[src/rtl/riscv_pkg.sv]
// rtl/riscv_pkg.sv - shared RISC-V widths and the retire trace record (seq field with TRACE_SEQNUM_EN)
package riscv_pkg;

    localparam int XLEN = 32;

    typedef struct packed {
        logic [XLEN-1:0] pc;
        logic [XLEN-1:0] instr;
        logic [4:0]      reg_addr;
        logic [XLEN-1:0] reg_data;
        logic [XLEN-1:0] mem_addr;
        logic [XLEN-1:0] mem_data;
        logic            mem_wrt;
`ifdef TRACE_SEQNUM_EN
        logic [31:0]     seq;
`endif
    } retire_rec_t;

endpackage

[src/rtl/retire_trace_serializer_if.sv]
// rtl/retire_trace_serializer_if.sv - valid/ready record stream between the trace buffer and its consumer
interface retire_trace_serializer_if;
    import riscv_pkg::*;

    logic        rec_valid;
    logic        rec_ready;
    retire_rec_t rec;

    modport master (output rec_valid, output rec, input rec_ready);
    modport slave  (input rec_valid, input rec, output rec_ready);

endinterface

[src/rtl/retire_fifo.sv]
// rtl/retire_fifo.sv - Depth-entry record buffer, up to two pushes and one pop per cycle
module retire_fifo
    import riscv_pkg::*;
#(
    parameter int Depth = 8
) (
    input  logic                     clk_i,
    input  logic                     rstn_i,
    input  logic [1:0]               push_cnt_i,
    input  retire_rec_t              push_rec_i [2],
    retire_trace_serializer_if.master deq,
    output logic [$clog2(Depth):0]   count_o
);
    localparam int AW = $clog2(Depth);
    localparam int CW = AW + 1;

    retire_rec_t   mem_q [Depth];
    retire_rec_t   mem_d [Depth];
    logic [AW-1:0] wr_ptr_q, wr_ptr_d;
    logic [AW-1:0] rd_ptr_q, rd_ptr_d;
    logic [CW-1:0] count_q, count_d;
    logic          pop;

    // Lane 0 is always the older record; the caller compacts a lone slot-1 record onto it.
    always_comb begin
        mem_d = mem_q;
        pop   = deq.rec_valid & deq.rec_ready;
        if (push_cnt_i != 2'd0) mem_d[wr_ptr_q] = push_rec_i[0];
        if (push_cnt_i == 2'd2) mem_d[wr_ptr_q + AW'(1)] = push_rec_i[1];
        wr_ptr_d = wr_ptr_q + AW'(push_cnt_i);
        rd_ptr_d = rd_ptr_q + AW'(pop);
        count_d  = count_q + CW'(push_cnt_i) - CW'(pop);
    end

    always_ff @(posedge clk_i or negedge rstn_i) begin
        if (!rstn_i) begin
            wr_ptr_q <= '0;
            rd_ptr_q <= '0;
            count_q  <= '0;
        end else begin
            wr_ptr_q <= wr_ptr_d;
            rd_ptr_q <= rd_ptr_d;
            count_q  <= count_d;
        end
    end

    always_ff @(posedge clk_i) begin
        mem_q <= mem_d;
    end

    // Head is gated so an empty buffer shows an all-zero record.
    assign deq.rec_valid = (count_q != '0);
    assign deq.rec       = (count_q != '0) ? mem_q[rd_ptr_q] : '0;
    assign count_o       = count_q;

endmodule

[src/rtl/retire_trace_serializer.sv]
// rtl/retire_trace_serializer.sv - serializes dual-issue retire records into a one-per-cycle stream (TRACE_SEQNUM_EN adds seq)
module retire_trace_serializer
    import riscv_pkg::*;
#(
    parameter int IssueWidth       = 2,
    parameter int Depth            = 8,
    parameter int AlmostFullMargin = 2
) (
    input  logic            clk_i,
    input  logic            rstn_i,
    input  logic            update_i   [IssueWidth],
    input  logic [XLEN-1:0] pc_i       [IssueWidth],
    input  logic [XLEN-1:0] instr_i    [IssueWidth],
    input  logic [4:0]      reg_addr_i [IssueWidth],
    input  logic [XLEN-1:0] reg_data_i [IssueWidth],
    input  logic [XLEN-1:0] mem_addr_i [IssueWidth],
    input  logic [XLEN-1:0] mem_data_i [IssueWidth],
    input  logic            mem_wrt_i  [IssueWidth],
    output logic            rec_valid_o,
    input  logic            rec_ready_i,
    output retire_rec_t     rec_o,
    output logic            almost_full_o,
    output logic            overflow_o,
    output logic [63:0]     retired_cnt_o
);
    localparam int CW = $clog2(Depth) + 1;

    logic [CW-1:0] count;
    logic [CW-1:0] n_valid;
    logic [CW-1:0] free;
    logic          pop;
    logic [1:0]    push_cnt;
    retire_rec_t   slot_rec [2];
    retire_rec_t   push_rec [2];
    logic          overflow_q, overflow_d;
    logic [63:0]   retired_cnt_q, retired_cnt_d;

    retire_trace_serializer_if deq_if ();

    always_comb begin
        for (int i = 0; i < 2; i++) begin
            slot_rec[i]          = '0;
            slot_rec[i].pc       = pc_i[i];
            slot_rec[i].instr    = instr_i[i];
            slot_rec[i].reg_addr = reg_addr_i[i];
            slot_rec[i].reg_data = reg_data_i[i];
            slot_rec[i].mem_addr = mem_addr_i[i];
            slot_rec[i].mem_data = mem_data_i[i];
            slot_rec[i].mem_wrt  = mem_wrt_i[i];
        end
        push_rec[0] = update_i[0] ? slot_rec[0] : slot_rec[1];
        push_rec[1] = slot_rec[1];
`ifdef TRACE_SEQNUM_EN
        push_rec[0].seq = retired_cnt_q[31:0];
        push_rec[1].seq = retired_cnt_q[31:0] + 32'd1;
`endif
    end

    // A same-cycle pop frees its entry for this cycle's pushes; excess records are dropped in slot order.
    always_comb begin
        pop           = deq_if.rec_valid & rec_ready_i;
        n_valid       = CW'(update_i[0]) + CW'(update_i[1]);
        free          = CW'(Depth) - count + CW'(pop);
        overflow_d    = overflow_q;
        push_cnt      = n_valid[1:0];
        if (n_valid > free) begin
            push_cnt   = free[1:0];
            overflow_d = 1'b1;
        end
        retired_cnt_d = retired_cnt_q + 64'(push_cnt);
    end

    always_ff @(posedge clk_i or negedge rstn_i) begin
        if (!rstn_i) begin
            overflow_q    <= 1'b0;
            retired_cnt_q <= '0;
        end else begin
            overflow_q    <= overflow_d;
            retired_cnt_q <= retired_cnt_d;
        end
    end

    retire_fifo #(.Depth(Depth)) u_fifo (
        .clk_i      (clk_i),
        .rstn_i     (rstn_i),
        .push_cnt_i (push_cnt),
        .push_rec_i (push_rec),
        .deq        (deq_if),
        .count_o    (count)
    );

    assign deq_if.rec_ready = rec_ready_i;
    assign rec_valid_o      = deq_if.rec_valid;
    assign rec_o            = deq_if.rec;
    assign almost_full_o    = (CW'(Depth) - count) <= CW'(AlmostFullMargin);
    assign overflow_o       = overflow_q;
    assign retired_cnt_o    = retired_cnt_q;

endmodule
[config.mk]
export PLATFORM = sky130hd
export DESIGN_NAME = retire_trace_serializer
export DESIGN_NICKNAME = d
export VERILOG_FILES = /design/src/rtl/riscv_pkg.sv /design/src/rtl/retire_trace_serializer_if.sv /design/src/rtl/retire_fifo.sv /design/src/rtl/retire_trace_serializer.sv
export SDC_FILE = /design/constraint.sdc
export NUM_CORES = 2
export LEC_CHECK = 0
export CORE_AREA = 2 2 349 524
export DETAILED_ROUTE_END_ITERATION = 8
export DIE_AREA = 0 0 351 526
export GPL_ROUTABILITY_DRIVEN = 0
export SYNTH_ARGS = -nofsm -noshare
export SYNTH_HDL_FRONTEND = slang
export SYNTH_HIERARCHICAL = 1
export SYNTH_SLANG_ARGS = --single-unit
[constraint.sdc]
create_clock -name clk_i -period 11.4 [get_ports clk_i]
set_input_delay 1.71 -clock clk_i [delete_from_list [all_inputs] [get_ports clk_i]]
set_output_delay 1.71 -clock clk_i [all_outputs]
set_load 0.1 [all_outputs]
==> qor.log <==
[die] I/O pin cnt 570
[clock_network] number of sinks driven by the clock tree 1403
[synthesis] share of synthesized area occupied by flip-flops and latches 0.397
[sta] relative slew slack 0.0794
[routing] detailed-route DRC error count 0
[final_layout] most frequent logic cell in the layout dfxtp_1
[final_layout] layout overhead on the synthesized area 16.0%
[sta] worst slack on hold paths 0.475 ns
[die] Init Core Util 0.398
[clock_network] number of buffers inserted by post-CTS setup repair 0
[synthesis] Gate Count Post-Synth 7412
[routing] first-pass iteration count of the detailed router 6
[clock_network] register clock-pin slew on the reported worst setup and hold paths 0.06 ns
[routing] iteration-0 DRC count of the detailed router 9183
[critical_path] critical setup path kind primary input to flop
[clock_network] CTS tree yes
[clock_network] htree depth 4
[status] outcome finished, final reports clean
[global_route] grt ovf 0
[synthesis] top cells, area dfxtp_1 (37%), a221o_1 (13%), mux4_2 (10%)
[routing] post-route ant nets 0
[final_layout] Final #Nets 7678
[clock_network] maximum buffer depth of the clock tree 3
[clock_network] Gates resized, CTS repair 0
[routing] mean number of vias per cell 7.15
[global_route] maximum number of pins on one net before global-route repair 179
[die] area of the core 180000 sq um
[synthesis] number of enable-type register cells in the synthesized netlist 0
[synthesis] register bit total from synthesis 1403
[sta] final hold viol count 0
[worst_hold_path] number of cells on the worst hold path 2
[synthesis] average cell area after synthesis 9.66 sq um
[sta] Final Cycle Share 0.687
[job] number of max-capacitance violations reported 0
[synthesis] post-synth net total 7769
[critical_path] length in cells of the worst reg-to-reg path 14
[global_route] global-route wire length before repair 477 mm
[clock_network] Hold-fix buffers, CTS 0
[die] Chip Footprint 185000 sq um
[sta] Final min period 7.83 ns
[job] number of warnings in the stage logs 79
[synthesis] summed instance area of the synthesized netlist 71600 sq um
[critical_path] R2R Path Start u_fifo/count_o[2]
[sta] setup violation total in the final timing report 0
[critical_path] required time at the endpoint of the critical path 12.14 ns
[sta] transition time of the tightest slew-check pin 1.38 ns
[critical_path] maximum fanout count along the critical path 106
[synthesis] total cells reported by yosys after synthesis 7412
[critical_path] Critical Path End Type flop
[sta] TNS Setup 0 ns
[global_route] via count of the first global-routing pass 70441
[synthesis] YS warnings 6
[worst_hold_path] type of the tightest min-delay check flop to flop
[critical_path] startpoint type of the worst setup path primary input
[place] estimated wirelength of the detail-placed design 174 mm
[clock_network] number of buffers created by CTS 148
[synthesis] post-synth cell types 61
[sta] max frequency 128 MHz
[critical_path] Crit. Startpoint rec_ready_i
[synthesis] FFs w/ async S/R, synth 0.0535
-- cell families after synthesis --
| family | synth area share |
|---|---|
| and+or+nand+nor | 0.182 |
| AOI/OAI and AO/OA | 0.223 |
| buffers and inverters | 0.0547 |
| DFF | 0.397 |
| muxes | 0.131 |
| adders and majority gates | 0.00381 |
| xor gates and xnor gates | 0.00891 |
-- routing by layer --
metal	vias to the layer above	GRT usage	share of wire
met3	1253	0.107	0.13
li1	29082	-	-
met2	5434	0.532	0.44
met4	46	0.182	0.059
met5	-	0	0.00092
met1	34646	0.422	0.37
-- worst max-delay path: stages --
cell,delay (ns)
clkdlybuf4s50_1,0.47
and2_1,0.19
ha_1,0.20
xnor2_1,0.33
ha_1,0.32
a221oi_1,0.72
mux2_8,0.78
or2_4,0.68
a32oi_4,1.18
buf_4,0.90
buf_4,0.76
a221o_1,0.27
-- path summary, 6_finish.rpt --
| path | endpoint | slack (ns) |
|---|---|---|
| setup / recovery | u_fifo/mem_q[1089] | 3.57 |
| hold / removal | u_fifo/mem_q[77] | 0.47 |
| setup reg to reg | u_fifo/mem_q[1089] | 3.69 |
| hold reg to reg | u_fifo/mem_q[77] | 0.47 |
| max in group asynchronous | u_fifo/wr_ptr_q[0] | 9.47 |
| min in group asynchronous | retired_cnt_o[20] | 1.09 |
-- cell type report --
class	instances	area, sq um
fill	16769	96900
multi-input combinational	5043	39700
sequential	1403	28500
timing repair buffer	701	6960
clock buffer	213	4390
tap	2412	3020
clock inverter	49	457
inverter	24	92.6
antenna	12	30.0
-- state kept, by name, summed over array words and instances, names as in the netlist --
signal / count
retired_cnt_o: 64
u_fifo/wr_ptr_q: 3
u_fifo/rd_ptr_q: 3
u_fifo/count_o: 4
overflow_o: 1
u_fifo/mem_q: 1328
-- Yosys cell counts (all sizes together), types with 12 or more instances --
master  number
a21oi       24
a221o      895
a22o       166
a22oi       21
a31oi      412
and2       160
and3        12
buf        297
clkbuf     645
dfrtp       75
dfxtp     1328
ha          17
inv         24
mux2       167
mux4       332
nand2      360
nand3      222
nand3b     145
nand4       34
nor2       143
nor2b      172
nor3      1230
o21ai      166
o31ai      227
or3         13
xnor2       44
xor2        28
-- through the flow --
stage	setup WS [ns]	cell area [sq um]	cells
after floorplan	5.95	71600	7412
after global placement	2.93	78200	9583
after detailed placement	2.98	78200	9583
after CTS	3.81	83100	9845
after global routing	3.55	83100	9848
final	3.57	83100	9857
==> images/clock_map.png <==
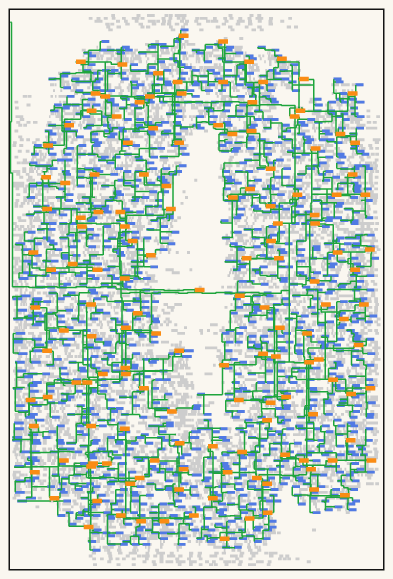
blue -> flip-flops  # count 1403
green -> clock wires  # length 19200 um
orange -> cells driving clock nets  # count 148
routed clock nets = 149
worst-case clock skew: 0.0315 ns
insertion delay at the late pin of the worst-skew pair: 0.83 ns

==> images/cell_classes.png <==
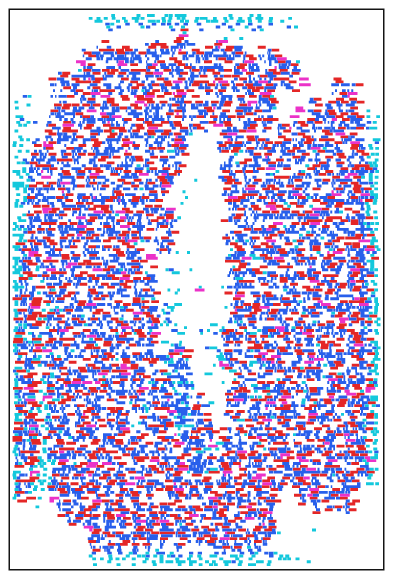
magenta -> clock drivers and dummy loads  # cells 262, share of their area 6.1%
red -> flip-flops  # cells 1403, share of their area 36%
cyan -> other buffers and delay cells  # cells 701, share of their area 8.7%
blue -> all other logic  # cells 5067, share of their area 50%
sequential portion of the cell area: 0.343
final core occ: 0.462
Row Count: 191

==> images/final_congestion.png <==
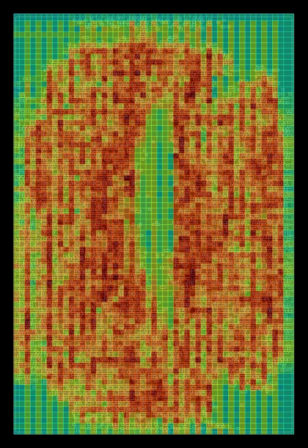
combined global-route utilization of all metal layers: 0.342
fraction of met2 tracks used by global routing: 0.532
met3 track utilization from global routing: 0.107

==> images/pins.png <==
Pins as bars across the die edge, other pins in grey.
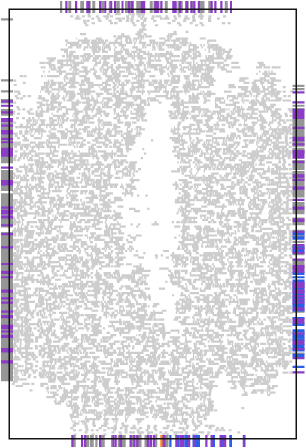
orange -> rec_ready_i  # pins 1, direction input, edge bottom
blue -> pc_i  # pins 64, direction input, edge 45 right, 19 bottom
purple -> rec_o  # pins 166, direction output, edge 61 right, 49 left, 28 bottom, 28 top
all pins by edge = 231 left, 183 right, 79 bottom, 77 top
buffers added on ports: 569
Die Width: 351 um
die y size: 526 um

==> images/metal_stack.png <==
Two of the layers only.
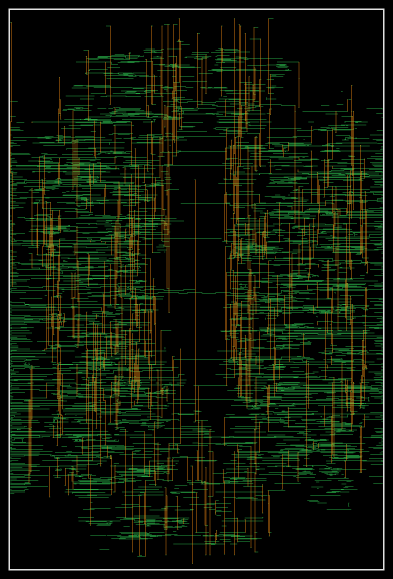
green -> met3  # wire length 42.9 mm
orange -> met4  # wire length 19400 um
routed via count: 70461
routed wire length: 329 mm
per-cell routed wire length: 33.4 um

